### src/rtl/neg_share_arbiter.sv
// Round-robin arbiter in front of one shared, registered two's-complement negation stage.
// Grants one requester per cycle and presents x, -x and the requester index with valid/ready.
module neg_share_arbiter #(
  parameter int unsigned SZ  = 8,
  parameter int unsigned N   = 4,
  parameter int unsigned IDW = 2,
  parameter int unsigned CW  = 16
) (
  input  logic              clk,
  input  logic              rst,
  input  logic [N-1:0]      req,
  input  logic [N*SZ-1:0]   x_in,
  output logic [N-1:0]      gnt,
  output logic              out_valid,
  input  logic              out_ready,
  output logic [IDW-1:0]    out_id,
  output logic [SZ-1:0]     x_out,
  output logic [SZ-1:0]     z_out,
  output logic [CW-1:0]     op_count
);

  logic [IDW-1:0] ptr;
  logic [IDW-1:0] gntIdx;
  logic [IDW-1:0] nextPtr;
  logic [IDW:0]   cand;
  logic           found;
  logic           acc;
  logic           xfer;
  logic [SZ-1:0]  selX;
  logic [SZ-1:0]  negX;

  assign acc = !out_valid || out_ready;

  // Circular scan starting at ptr; cand is one bit wider so ptr+k never aliases before the wrap.
  always_comb begin
    found  = 1'b0;
    gntIdx = '0;
    cand   = '0;
    for (int k = 0; k < N; k++) begin
      cand = {1'b0, ptr} + (IDW+1)'(k);
      if (cand >= (IDW+1)'(N)) begin
        cand = cand - (IDW+1)'(N);
      end
      for (int i = 0; i < N; i++) begin
        if (!found && req[i] && (cand == (IDW+1)'(i))) begin
          found  = 1'b1;
          gntIdx = IDW'(i);
        end
      end
    end
  end

  always_comb begin
    gnt = '0;
    if (found && acc && !rst) begin
      for (int i = 0; i < N; i++) begin
        gnt[i] = (gntIdx == IDW'(i));
      end
    end
  end

  assign xfer = |gnt;

  always_comb begin
    selX = '0;
    for (int i = 0; i < N; i++) begin
      if (gntIdx == IDW'(i)) begin
        selX = x_in[i*SZ +: SZ];
      end
    end
  end

  assign negX    = (~selX) + SZ'(1);
  assign nextPtr = (gntIdx == IDW'(N-1)) ? '0 : gntIdx + IDW'(1);

  // Output stage, pointer and accepted-result counter.
  always_ff @(posedge clk) begin
    if (rst) begin
      ptr       <= '0;
      out_valid <= 1'b0;
      out_id    <= '0;
      x_out     <= '0;
      z_out     <= '0;
      op_count  <= '0;
    end else begin
      if (out_valid && out_ready) begin
        op_count <= op_count + CW'(1);
      end
      if (xfer) begin
        ptr       <= nextPtr;
        x_out     <= selX;
        z_out     <= negX;
        out_id    <= gntIdx;
        out_valid <= 1'b1;
      end else if (out_ready) begin
        out_valid <= 1'b0;
      end
    end
  end

endmodule

### config.mk
export PLATFORM = sky130hd
export DESIGN_NAME = neg_share_arbiter
export DESIGN_NICKNAME = d
export VERILOG_FILES = /design/src/rtl/neg_share_arbiter.sv
export SDC_FILE = /design/constraint.sdc
export NUM_CORES = 1
export LEC_CHECK = 0
export ABC_AREA = 0
export CAP_MARGIN = 20
export CORE_MARGIN = 5
export CORE_UTILIZATION = 25
export CTS_BUF_LIST = sky130_fd_sc_hd__clkbuf_2 sky130_fd_sc_hd__clkbuf_4 sky130_fd_sc_hd__clkbuf_8
export DETAILED_ROUTE_END_ITERATION = 8
export GPL_ROUTABILITY_DRIVEN = 1
export PLACE_DENSITY = 0.52
export REMOVE_ABC_BUFFERS = 1
export SYNTH_ARGS = -nofsm -noshare
export SYNTH_HDL_FRONTEND = slang
export SYNTH_SLANG_ARGS = --single-unit
### constraint.sdc
create_clock -name clk -period 6.1 [get_ports clk]
set_input_delay 1.525 -clock clk [delete_from_list [all_inputs] [get_ports clk]]
set_output_delay 1.525 -clock clk [all_outputs]
set_load 0.05 [all_outputs]
**Run 1: routed metal, one colour a layer**

Drawn at 6 px/µm. Two of the layers only.
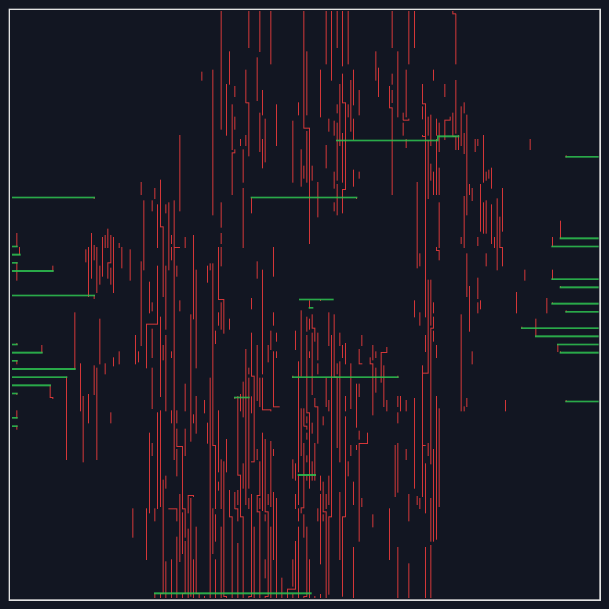
Key: met3 = green [wire length 250 µm]; met2 = red [wire length 2790 µm]

**Run 1: power grid**

Drawn at 4 px/µm. Pins as bars on the die edge.
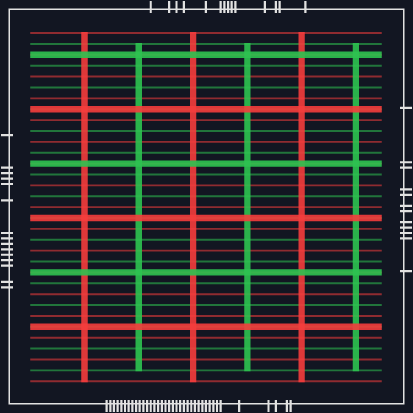
Key: VDD = green; VSS = red
The core has 32 rows. 6 straps on met5.

**Run 1: congestion heat map**

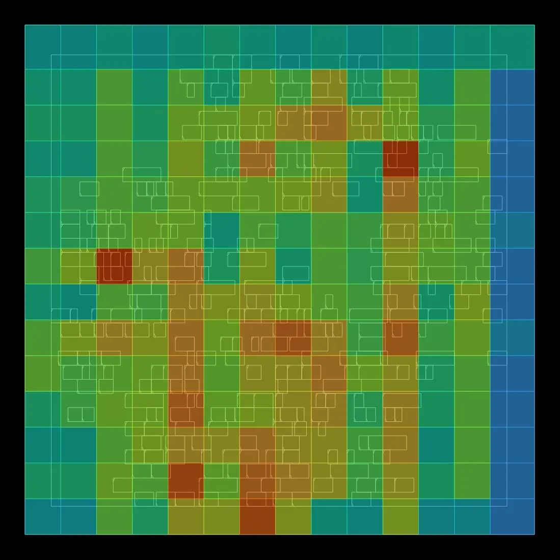
post-DR wirelength/cell: 13.8 µm
Tot GR Track Use: 12.1%

==> reports/metrics.cfg, run 1 <==
[detailed_routing]
viasPerCell=4.76
met2_length_um=2790
drt_iter0_drc=70
routed_wl_um=5840
ant_nets=0
post-route-drc-count=0
met1Wirelength_um=2720
drt-pass1-iter-count=4
highest_layer=met4
met3_wirelength_um=249
vias=2007

[logic_synthesis]
yosysChipArea_um2=1950
ys_seq_elements=36
synthAdderAreaFrac_pct=3.86
aoi_share_pct=22.5
synth-async-reset-ratio_pct=0
ys_cells=245
yosys_warnings=0
yosysSeqAreaShare_pct=37.0
synth.logic.top_family=simple AND/OR/NAND/NOR gates
top_cell_area_share_pct=37.0
ys_sh_xor_pct=4.50
top_cell=dfxtp_1
ys_types=43
synth_top_flop_cell=dfxtp_1
ys_top_cells_by_count=dfxtp_1, nand2_1, a21oi_1
syn_area_per_cell_um2=7.95
edf_count=0
mux_share_pct=0
synth_cells=245
ys_sh_simple_pct=27.2
top_cells_by_area=dfxtp_1, a21oi_1, nand2_1, ha_1, xor2_1
syn-cell-area_um2=1950

[sta]
slew_viol_final=0
fmax_mhz=186
fin_crit_sh_pct=88.3
worst_pin_slew_ps=798
setup_viol=0
fin_crit_ps=5380
final.setup.tns_ps=0
fin_ws_ps=715
rsz0062_at_grt=no
relSlewSlack_pct=46.8
fin_skew_ps=3.69

[floorplanning]
ioPinCount=78
fp-utilization_pct=25.5
dieArea_um2=9650
die_h_um=98.2
core-area_um2=7650
fp.dieW_um=98.2
well_tap_count=102
std_cell_rows=32

[clock_tree]
cts_tree=done
cts_inserted_buffers=5
clk-insertion-delay-late_ps=290
cts_resized=0
path_clk_slew_ps=80
clk_path_buf_depth=2
cts.sinks=36
post_cts_buffers=0
cts_hold_buf=0
ctsHtreeMaxLevel=2
cts_root_buf=clkbuf_8

[final_layout]
flops=36
comb.multi_input.count=187
largest_reg_flops=16
nNonClkBuffers=80
drive_gt1_share_pct=5.00
stdcell_area_um2=2910
seq_area_um2=721
inverters=9
mi_logic_area_um2=1130
final-nonclk-buf-share_pct=27.5
mostFrequentLayoutCells=clkdlybuf4s50_1, dfxtp_1, nand2_1, a21oi_1, nor2_1
fill_cells=805
fin_util_pct=38.1
top_register=op_count
seq-cell-share_pct=24.8
syn_to_final_growth_pct=49.6
antenna_cells=0
lay_top_count=clkdlybuf4s50_1
largestRegisters=op_count x16, x_out x8, z_out x7
nClkBuffers=7
fin_cells=422
clk_share_pct=3.35
nets=364

[global_routing]
grt_max_degree=37
grt_pass1_vias=1919
use_met1_pct=15.2
grt-ovfl-total=0
top_usage_layer=met2
antenna_found_initial=0
met2_usage_pct=20.6
grt_first_pass_wirelength_um=9540

[hold_path]
hold_end=x_out[1]
worstHoldStart=x_out[1]
holdPathStages=2
hp-class=reg -> reg

[power_and_ir_drop]
p_int_mw=0.512
combPwrFrac_pct=46.6
leakagePower_nw=1.03
power_frac_seq_pct=32.3
ir_drop_mv=0.0928
clkPwrFrac_pct=21.1
p_switching_mw=0.360
pg_seq_mw=0.282
switching_share_pct=41.3
maxPowerGroup=combinational logic
powerClk_mw=0.184
totalPowerFinal_mw=0.872
power_density_nw_per_um2=299
pg_comb_mw=0.406

[setup_path]
cp_cell_sequence=clkdlybuf4s50_1 -> inv_1 -> a22o_1 -> a221oi_1 -> buf_4 -> inv_1 -> ha_1 -> and2_1 -> clkdlybuf4s50_1
slowest_delay_ps=700
crit_path_top_delay_cell=clkdlybuf4s50_1
reg2regPathDepth=11
cpLargestDelayFamily=buffers and inverters
worstSetupEndpoint=gnt[2]
startpoint_type=primary input
crit_type=in -> out
crit_cells=9
crit_buf_inv=5
required_ps=4580
cp.arrival_ps=3860
r2r_end=z_out[5]
reg2reg_slack_ps=2790
crit_start=req[3]
r2r-start=ptr[0]
worstPathMaxFanout=8
critPathCaptureType=output port

[job]
warnings=28
drv_cap=0

[placement]
portBuffers=77
placed_area_um2=2810
pre_cts_slack_ps=699
globalplace.congestion=0.725
dp.final_hpwl_um=4510
placedCellCount=414

[status]
status=finished clean

==> run 2, diff against run 1 <==
Settings changed: CTS_CLUSTER_DIAMETER set to 40.
**Run 2: congestion heat map**

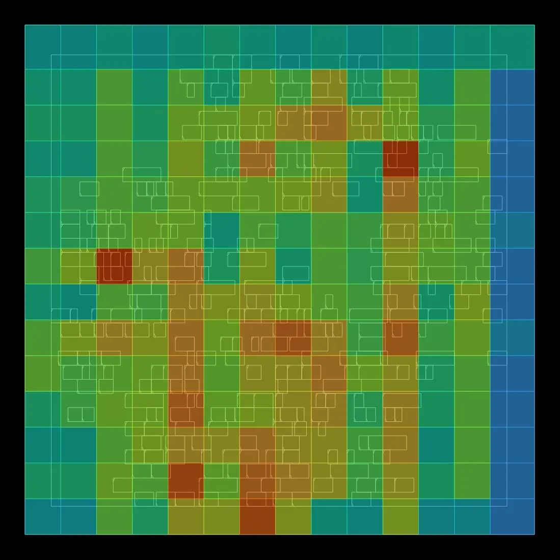
met3 global-route usage: 2.79%
GR peak layer: met2
Finished Core Util: 38.1%

**Run 2: power grid**

Drawn at 4 px/µm. Pins as bars on the die edge.
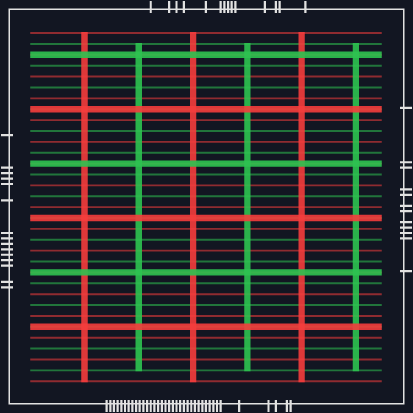
Key: VDD = green; VSS = red
33 met1 rails follow the rows. 78 signal pins sit on the boundary.

**Run 2: cell area per tile**

Drawn at 3 px/µm. The die is cut into 10 by 10 equal tiles; white is low, dark blue is high, 0 to 100% covered.
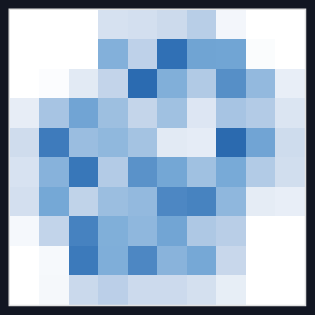
The emptiest ninth of the die: top left. The mean over all tiles is 29%. 2.0% of the tiles are over 75% full. 19% of the tiles are nearly empty. The fullest tile reaches 77%.

==> reports/metrics.cfg, run 2 <==
[global_routing]
grt_use_total_pct=12.1  ; unchanged
met2_usage_pct=20.6  ; unchanged
grt_first_pass_wirelength_um=9540  ; unchanged
grt-ovfl-total=0  ; unchanged

[setup_path]
r2r-start=ptr[0]
worstSetupEndpoint=gnt[2]
reg2reg_slack_ps=2790  ; about the same
crit_path_top_delay_cell=clkdlybuf4s50_1
required_ps=4580  ; about the same
crit_buf_inv=5  ; unchanged
critPathCaptureType=output port
r2r_end=z_out[5]
slowest_delay_ps=700  ; about the same

[logic_synthesis]
synth.logic.top_family=simple AND/OR/NAND/NOR gates
synth_top_flop_cell=dfxtp_1
ys_types=43  ; unchanged
synth_cells=245  ; unchanged
synthAdderAreaFrac_pct=3.86  ; unchanged
ys_cells=245  ; unchanged
yosysSeqAreaShare_pct=37.0  ; unchanged
ys_seq_elements=36  ; unchanged
aoi_share_pct=22.5  ; unchanged
synth-async-reset-ratio_pct=0  ; unchanged
top_cell_area_share_pct=37.0  ; unchanged
syn-cell-area_um2=1950  ; unchanged
ys_top_cells_by_count=dfxtp_1, nand2_1, a21oi_1
ys_sh_xor_pct=4.50  ; unchanged
edf_count=0  ; unchanged

[floorplanning]
std_cell_rows=32  ; unchanged
die_h_um=98.2  ; unchanged
well_tap_count=102  ; unchanged
fp.dieW_um=98.2  ; unchanged
ioPinCount=78  ; unchanged

[final_layout]
antenna_cells=0  ; unchanged
nets=364  ; unchanged
comb.multi_input.count=187  ; unchanged
inverters=9  ; unchanged
mostFrequentLayoutCells=clkdlybuf4s50_1, dfxtp_1, nand2_1, a21oi_1, nor2_1
seq-cell-share_pct=24.8  ; unchanged
clk_share_pct=3.35  ; unchanged
nNonClkBuffers=80  ; unchanged
largest_reg_flops=16  ; unchanged
flops=36  ; unchanged
fin_cells=422  ; unchanged
mi_logic_area_um2=1130  ; unchanged
fill_cells=805  ; unchanged
drive_gt1_share_pct=5.00  ; unchanged
final-nonclk-buf-share_pct=27.5  ; unchanged

[detailed_routing]
ant_nets=0  ; unchanged
vias=2007  ; unchanged
viasPerCell=4.76  ; unchanged
routedWlPerCell_um=13.8  ; unchanged
highest_layer=met4
routed_wl_um=5840  ; unchanged
post-route-drc-count=0  ; unchanged
drt_iter0_drc=70  ; unchanged
met2_length_um=2790  ; unchanged

[power_and_ir_drop]
leakagePower_nw=1.03  ; unchanged
power_frac_seq_pct=32.3  ; about the same
clkPwrFrac_pct=21.1  ; about the same
maxPowerGroup=combinational logic
p_int_mw=0.512  ; unchanged
combPwrFrac_pct=46.6  ; about the same
pg_seq_mw=0.282  ; about the same

[hold_path]
hold_end=x_out[1]
holdPathStages=2  ; unchanged

[placement]
pre_cts_slack_ps=699  ; unchanged
portBuffers=77  ; unchanged
dp.final_hpwl_um=4510  ; unchanged
placed_area_um2=2810  ; unchanged
globalplace.congestion=0.725  ; unchanged

[clock_tree]
cts_inserted_buffers=5  ; unchanged
clk-insertion-delay-late_ps=290  ; about the same
path_clk_slew_ps=80  ; about the same
cts_hold_buf=0  ; unchanged

[status]
status=finished clean

[sta]
setup_viol=0  ; unchanged
relSlewSlack_pct=46.8  ; unchanged
rsz0062_at_grt=no
fmax_mhz=186  ; unchanged
worst_pin_slew_ps=798  ; unchanged

[job]
warnings=28  ; unchanged

